$ cat src/rtl/adc_sar_pkg.sv
// adc_sar_pkg: shared state type, defaults and sizing helpers for the SAR scan controller
package adc_sar_pkg;

  typedef enum logic [2:0] {
    ST_IDLE,
    ST_SAMPLE,
    ST_CONV,
    ST_ACC,
    ST_OUT
  } state_t;

  localparam int OSR_MAX_DEF = 3;

  // Number of conversions averaged for oversampling exponent m (4^m)
  function automatic int osr_limit(input int m);
    return 1 << (2 * m);
  endfunction

  // Select width that never collapses to zero bits for a single channel
  function automatic int sel_w(input int n);
    return (n > 1) ? $clog2(n) : 1;
  endfunction

endpackage

$ cat src/rtl/adc_osr_accum.sv
// adc_osr_accum: sums 4^m conversion codes and produces the decimated, right-aligned result
module adc_osr_accum
  import adc_sar_pkg::*;
#(
  parameter int RES_W   = 12,
  parameter int OSR_MAX = OSR_MAX_DEF
) (
  input  logic                     i_clk,
  input  logic                     i_rst_n,
  input  logic                     i_add,
  input  logic [RES_W-1:0]         i_code,
  input  logic [2:0]               i_m,
  output logic                     o_done,
  output logic [RES_W+OSR_MAX-1:0] o_result
);

  localparam int ACC_W = RES_W + 2 * OSR_MAX;
  localparam int CNT_W = 2 * OSR_MAX + 1;

  logic [ACC_W-1:0] r_acc;
  logic [ACC_W-1:0] w_sum;
  logic [ACC_W-1:0] w_shift;
  logic [CNT_W-1:0] r_cnt;
  logic [CNT_W-1:0] w_cnt_nxt;

  // Running sum including the code being added; done when this is the 4^m-th sample
  always_comb begin
    w_sum     = r_acc + ACC_W'(i_code);
    w_cnt_nxt = r_cnt + CNT_W'(1);
    o_done    = w_cnt_nxt == CNT_W'(osr_limit(int'(i_m)));
    w_shift   = w_sum >> i_m;
    o_result  = w_shift[RES_W+OSR_MAX-1:0];
  end

  // Accumulate each conversion; clear once a full oversampling set is complete
  always_ff @(posedge i_clk) begin
    if (!i_rst_n) begin
      r_acc <= '0;
      r_cnt <= '0;
    end else if (i_add) begin
      r_acc <= o_done ? '0 : w_sum;
      r_cnt <= o_done ? '0 : w_cnt_nxt;
    end
  end

endmodule

$ cat src/rtl/adc_sar_scan_ctrl.sv
// adc_sar_scan_ctrl: multi-channel oversampling SAR sequencer with valid/ready result output
module adc_sar_scan_ctrl
  import adc_sar_pkg::*;
#(
  parameter int RES_W      = 12,
  parameter int CHANNELS   = 4,
  parameter int SAMPLE_CYC = 2,
  parameter int OSR_MAX    = OSR_MAX_DEF
) (
  input  logic                          clk_dig_in,
  input  logic                          rst_n,
  input  logic                          start_in,
  input  logic                          continuous_in,
  input  logic [CHANNELS-1:0]           ch_mask_in,
  input  logic [2:0]                    osr_mode_in,
  input  logic                          comparator_in,
  output logic                          sample_out,
  output logic                          sample_out_n,
  output logic                          enable_loop_out,
  output logic [sel_w(CHANNELS)-1:0]    ch_sel_out,
  output logic [RES_W-1:0]              dac_p_out,
  output logic [RES_W-1:0]              dac_n_out,
  output logic                          result_valid_out,
  input  logic                          result_ready_in,
  output logic [RES_W+OSR_MAX-1:0]      result_data_out,
  output logic [sel_w(CHANNELS)-1:0]    result_ch_out,
  output logic                          busy_out,
  output logic                          scan_done_out
);

  localparam int SEL_W = sel_w(CHANNELS);
  localparam int CNT_W = $clog2(((SAMPLE_CYC > RES_W) ? SAMPLE_CYC : RES_W) + 1);
  localparam logic [RES_W-1:0] MSB = RES_W'(1) << (RES_W - 1);

  state_t                   r_state;
  state_t                   w_next;
  logic [CNT_W-1:0]         r_cnt;
  logic [RES_W-1:0]         r_code;
  logic [RES_W-1:0]         w_trial;
  logic [SEL_W-1:0]         r_ch;
  logic [SEL_W-1:0]         w_first_ch;
  logic [SEL_W-1:0]         w_next_ch;
  logic                     w_has_next;
  logic [CHANNELS-1:0]      r_mask;
  logic [2:0]               r_m;
  logic [2:0]               w_m_clamp;
  logic                     w_restart;
  logic                     w_latch;
  logic                     w_advance;
  logic                     w_osr_done;
  logic [RES_W+OSR_MAX-1:0] w_result;
  logic [RES_W+OSR_MAX-1:0] r_res_data;
  logic [SEL_W-1:0]         r_res_ch;
  logic                     r_done;

  adc_osr_accum #(
    .RES_W   (RES_W),
    .OSR_MAX (OSR_MAX)
  ) u_accum (
    .i_clk    (clk_dig_in),
    .i_rst_n  (rst_n),
    .i_add    (r_state == ST_ACC),
    .i_code   (r_code),
    .i_m      (r_m),
    .o_done   (w_osr_done),
    .o_result (w_result)
  );

  // Channel scan helpers: lowest channel of the incoming mask, next higher one of the latched mask
  always_comb begin
    w_first_ch = '0;
    w_next_ch  = r_ch;
    w_has_next = 1'b0;
    for (int i = CHANNELS - 1; i >= 0; i--) begin
      if (ch_mask_in[i]) w_first_ch = SEL_W'(i);
      if (r_mask[i] && i > int'(r_ch)) begin
        w_next_ch  = SEL_W'(i);
        w_has_next = 1'b1;
      end
    end
    w_m_clamp = (osr_mode_in > 3'(OSR_MAX)) ? 3'(OSR_MAX) : osr_mode_in;
    w_restart = continuous_in && |ch_mask_in;
    w_trial   = r_code | (MSB >> r_cnt);
    w_latch   = (r_state == ST_IDLE && w_next == ST_SAMPLE) ||
                (r_state == ST_OUT && result_ready_in && !w_has_next && w_restart);
    w_advance = r_state == ST_OUT && result_ready_in && w_has_next;
  end

  // State register
  always_ff @(posedge clk_dig_in) begin
    r_state <= !rst_n ? ST_IDLE : w_next;
  end

  // Next-state logic
  always_comb begin
    w_next = r_state;
    case (r_state)
      ST_IDLE:   w_next = (start_in && |ch_mask_in) ? ST_SAMPLE : ST_IDLE;
      ST_SAMPLE: w_next = (r_cnt == CNT_W'(SAMPLE_CYC - 1)) ? ST_CONV : ST_SAMPLE;
      ST_CONV:   w_next = (r_cnt == CNT_W'(RES_W - 1)) ? ST_ACC : ST_CONV;
      ST_ACC:    w_next = w_osr_done ? ST_OUT : ST_SAMPLE;
      ST_OUT:    w_next = !result_ready_in ? ST_OUT :
                          (w_has_next || w_restart) ? ST_SAMPLE : ST_IDLE;
      default:   w_next = ST_IDLE;
    endcase
  end

  // Output decode: Moore outputs so ready never reaches valid combinationally
  always_comb begin
    sample_out       = r_state == ST_SAMPLE;
    sample_out_n     = !sample_out;
    enable_loop_out  = r_state == ST_CONV;
    busy_out         = r_state != ST_IDLE;
    result_valid_out = r_state == ST_OUT;
    dac_p_out        = enable_loop_out ? w_trial : '0;
    dac_n_out        = busy_out ? ~dac_p_out : '0;
    ch_sel_out       = r_ch;
    result_data_out  = r_res_data;
    result_ch_out    = r_res_ch;
    scan_done_out    = r_done;
  end

  // Phase counter and SAR register: cleared while sampling, one decision per CONV cycle
  always_ff @(posedge clk_dig_in) begin
    if (!rst_n) begin
      r_cnt  <= '0;
      r_code <= '0;
    end else begin
      r_cnt  <= (w_next != r_state) ? '0 : r_cnt + CNT_W'(1);
      r_code <= (r_state == ST_CONV) ? (comparator_in ? w_trial : r_code) :
                (r_state == ST_SAMPLE) ? '0 : r_code;
    end
  end

  // Scan configuration latch and channel advance
  always_ff @(posedge clk_dig_in) begin
    if (!rst_n) begin
      r_mask <= '0;
      r_m    <= '0;
      r_ch   <= '0;
    end else if (w_latch) begin
      r_mask <= ch_mask_in;
      r_m    <= w_m_clamp;
      r_ch   <= w_first_ch;
    end else if (w_advance) begin
      r_ch <= w_next_ch;
    end
  end

  // Result capture and end-of-scan pulse
  always_ff @(posedge clk_dig_in) begin
    if (!rst_n) begin
      r_res_data <= '0;
      r_res_ch   <= '0;
      r_done     <= 1'b0;
    end else begin
      if (r_state == ST_ACC && w_osr_done) begin
        r_res_data <= w_result;
        r_res_ch   <= r_ch;
      end
      r_done <= r_state == ST_OUT && result_ready_in && w_next == ST_IDLE;
    end
  end

endmodule

$ cat config.mk
export PLATFORM = sky130hd
export DESIGN_NAME = adc_sar_scan_ctrl
export DESIGN_NICKNAME = d
export VERILOG_FILES = /design/src/rtl/adc_sar_pkg.sv /design/src/rtl/adc_osr_accum.sv /design/src/rtl/adc_sar_scan_ctrl.sv
export SDC_FILE = /design/constraint.sdc
export NUM_CORES = 1
export LEC_CHECK = 0
export CAP_MARGIN = 10
export CORE_AREA = 4 4 131 102
export CTS_CLUSTER_SIZE = 30
export DETAILED_ROUTE_END_ITERATION = 8
export DIE_AREA = 0 0 135 106
export SKIP_CTS_REPAIR_TIMING = 1
export SYNTH_ARGS = -nofsm -noshare
export SYNTH_HDL_FRONTEND = slang
export SYNTH_SLANG_ARGS = --single-unit
$ cat constraint.sdc
create_clock -name clk_dig_in -period 3.7 [get_ports clk_dig_in]
set_input_delay 0.74 -clock clk_dig_in [delete_from_list [all_inputs] [get_ports clk_dig_in]]
set_output_delay 0.74 -clock clk_dig_in [all_outputs]
set_load 0.02 [all_outputs]
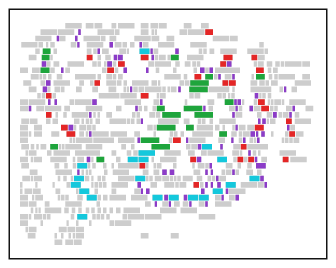
*Gate-type map*
legend:
  mux cells:
    colour: green
    cells: 20
    most_used: mux2i_1
  non-inverting ao/oa cells:
    colour: red
    cells: 31
    most_used: a21o_1
  fa/ha/maj cells:
    colour: cyan
    cells: 20
    most_used: ha_1
  nand cells:
    colour: purple
    cells: 92
    most_used: nand2_1

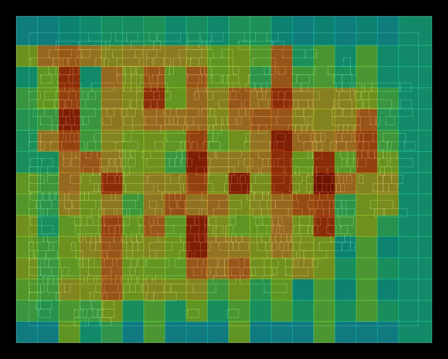
*Routing congestion*
fin util: 47.9%
GR peak layer: met2
grt met2 use: 29.6%
drt wl/cell: 16.6 um
met1 GRT Util: 29.1%

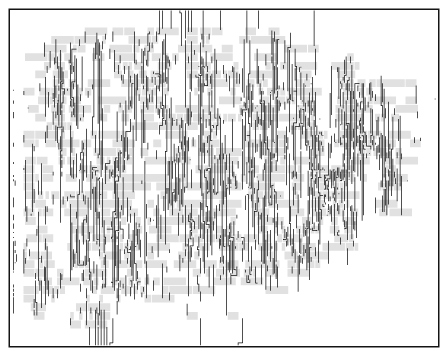
*M2 wires*
main direction: vertical
share of all routed wire: 43%
longest straight run: 40.1 um
nets with wire on the layer: 565

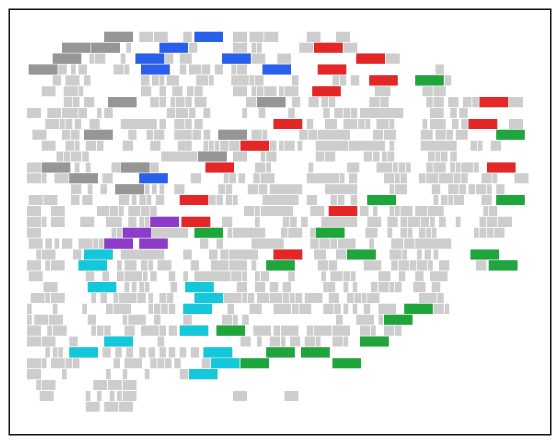
*Sequential cells grouped by signal name*
Other sequential cells in the stronger grey, the rest of the logic in the fainter grey.
legend:
  result_data_out:
    colour: red
    sequential_cells: 15
  u_accum.r_acc:
    colour: green
    sequential_cells: 18
  r_cnt:
    colour: purple
    sequential_cells: 4
    where: west
  u_accum.r_cnt:
    colour: blue
    sequential_cells: 7
  r_code:
    colour: cyan
    sequential_cells: 12
not coloured: 14

## Yosys cell counts, drive strengths merged (3+ instances only)
cell type  number
and3            5
nand2          58
nor2b          28
o22ai           3
dfxtp          70
a21boi         18
xnor2          14
xor2            5
mux2i           9
nor3           20
a31o            3
inv            19
nand3          21
or2             4
clkbuf         30
a21o            9
mux4            8
ha             19
a22oi           4
a211o           4
o211ai          5
nor3b           3
buf             6
o21a            7
nand4           4
a211oi          8
a31oi           6
and2           13
a21oi          70
nor2           64
nand2b          9
o21ai          29
mux2            3
## worst max-delay path, stage by stage, from the launching register on
cell,delay (ns)
dfxtp_1,0.37
ha_1,0.20
inv_1,0.07
fa_1,0.41
nand2b_1,0.18
a21oi_1,0.21
o21ai_2,0.16
a21oi_1,0.31
mux2_2,0.39
and2_1,0.17
mux4_2,0.45
o21ai_1,0.16
==> results.ini <==
[synth]
topCellsByArea=dfxtp_1, a21oi_1, nor2_1
fa_ha_area_share_pct=5.43
xor_area_share_pct=3.51
syn_inst=606
edf_count=0
top_logic_kind=AND-OR/OR-AND gates
yosysWarnings=0
synth-simple-area-share_pct=23.9
syn_area_per_cell_um2=7.83
ys_seq_share_pct=29.5
largest_area_cell=dfxtp_1
top_cell_area_share_pct=29.5
syn_area_um2=4750
floorplan.nets=639
mux_area_share_pct=6.41
synth_cell_types=67
ys.flops=70
ys_async_sr_fraction_pct=0

[power_and_ir_drop]
p_total_w=0.00212
p_seq_share_pct=37.1
combPwrFrac_pct=18.4
p_clk_w=0.000941
clockPowerShare_pct=44.5
internal-power_w=0.00152
switching_share_pct=28.1
p_per_area_nw_per_um2=367

[layout]
buffers=73
final_cells=825
n_clock_buffer=10
largest_register_ff_count=18
fin_nets=687
flops=70
lay_top_cells=a21oi_1, dfxtp_1, nor2_1
seq-cell-share_pct=24.3
drive_gt1_share_pct=9.10
nonClkBufAreaFrac_pct=12.1
logic_area_um2=3060

[clocking]
clockRootBuffer=clkbuf_16
cts_tree=yes
cts_max_path_buffers=2
clk_pin_slew_ns=0.06

[run]
openroad.warnings=30

[route]
initialDrtViolationCount=404
detail_route.first_pass.iterations=5
via_count=4580
drcViolationCount=0
wl_met2_um=5880
vias_per_cell=5.55
highest_layer=met4
ant_nets=0
m1WireLength_um=6810

[placed_design]
dp_hpwl_um=9810
placed_area_um2=5450
place_congestion=0.907

[run_status]
status=finished clean

[sta]
fmax_mhz=318
hold_slack_ns=0.468
finalHoldViolCount=0
min_period_ns=3.14
finalSetupViolations=0
maxSlewHeadroom_pct=47.5
rsz0062_at_grt=no

[global_routing]
antenna_found_initial=0
met3_usage_pct=3.36
grt_usage_pct=19.6

[floorplanning]
die_h_um=106
dieWidth_um=135

[min_path]
worstHoldPathCells=2
min_to=u_accum.r_acc[5]

[setup_path]
r2r_end=result_data_out[10]
r2r_cells=11
end_kind=register
cp-startpoint=r_code[0]
r2r_setup_slack_ns=0.56

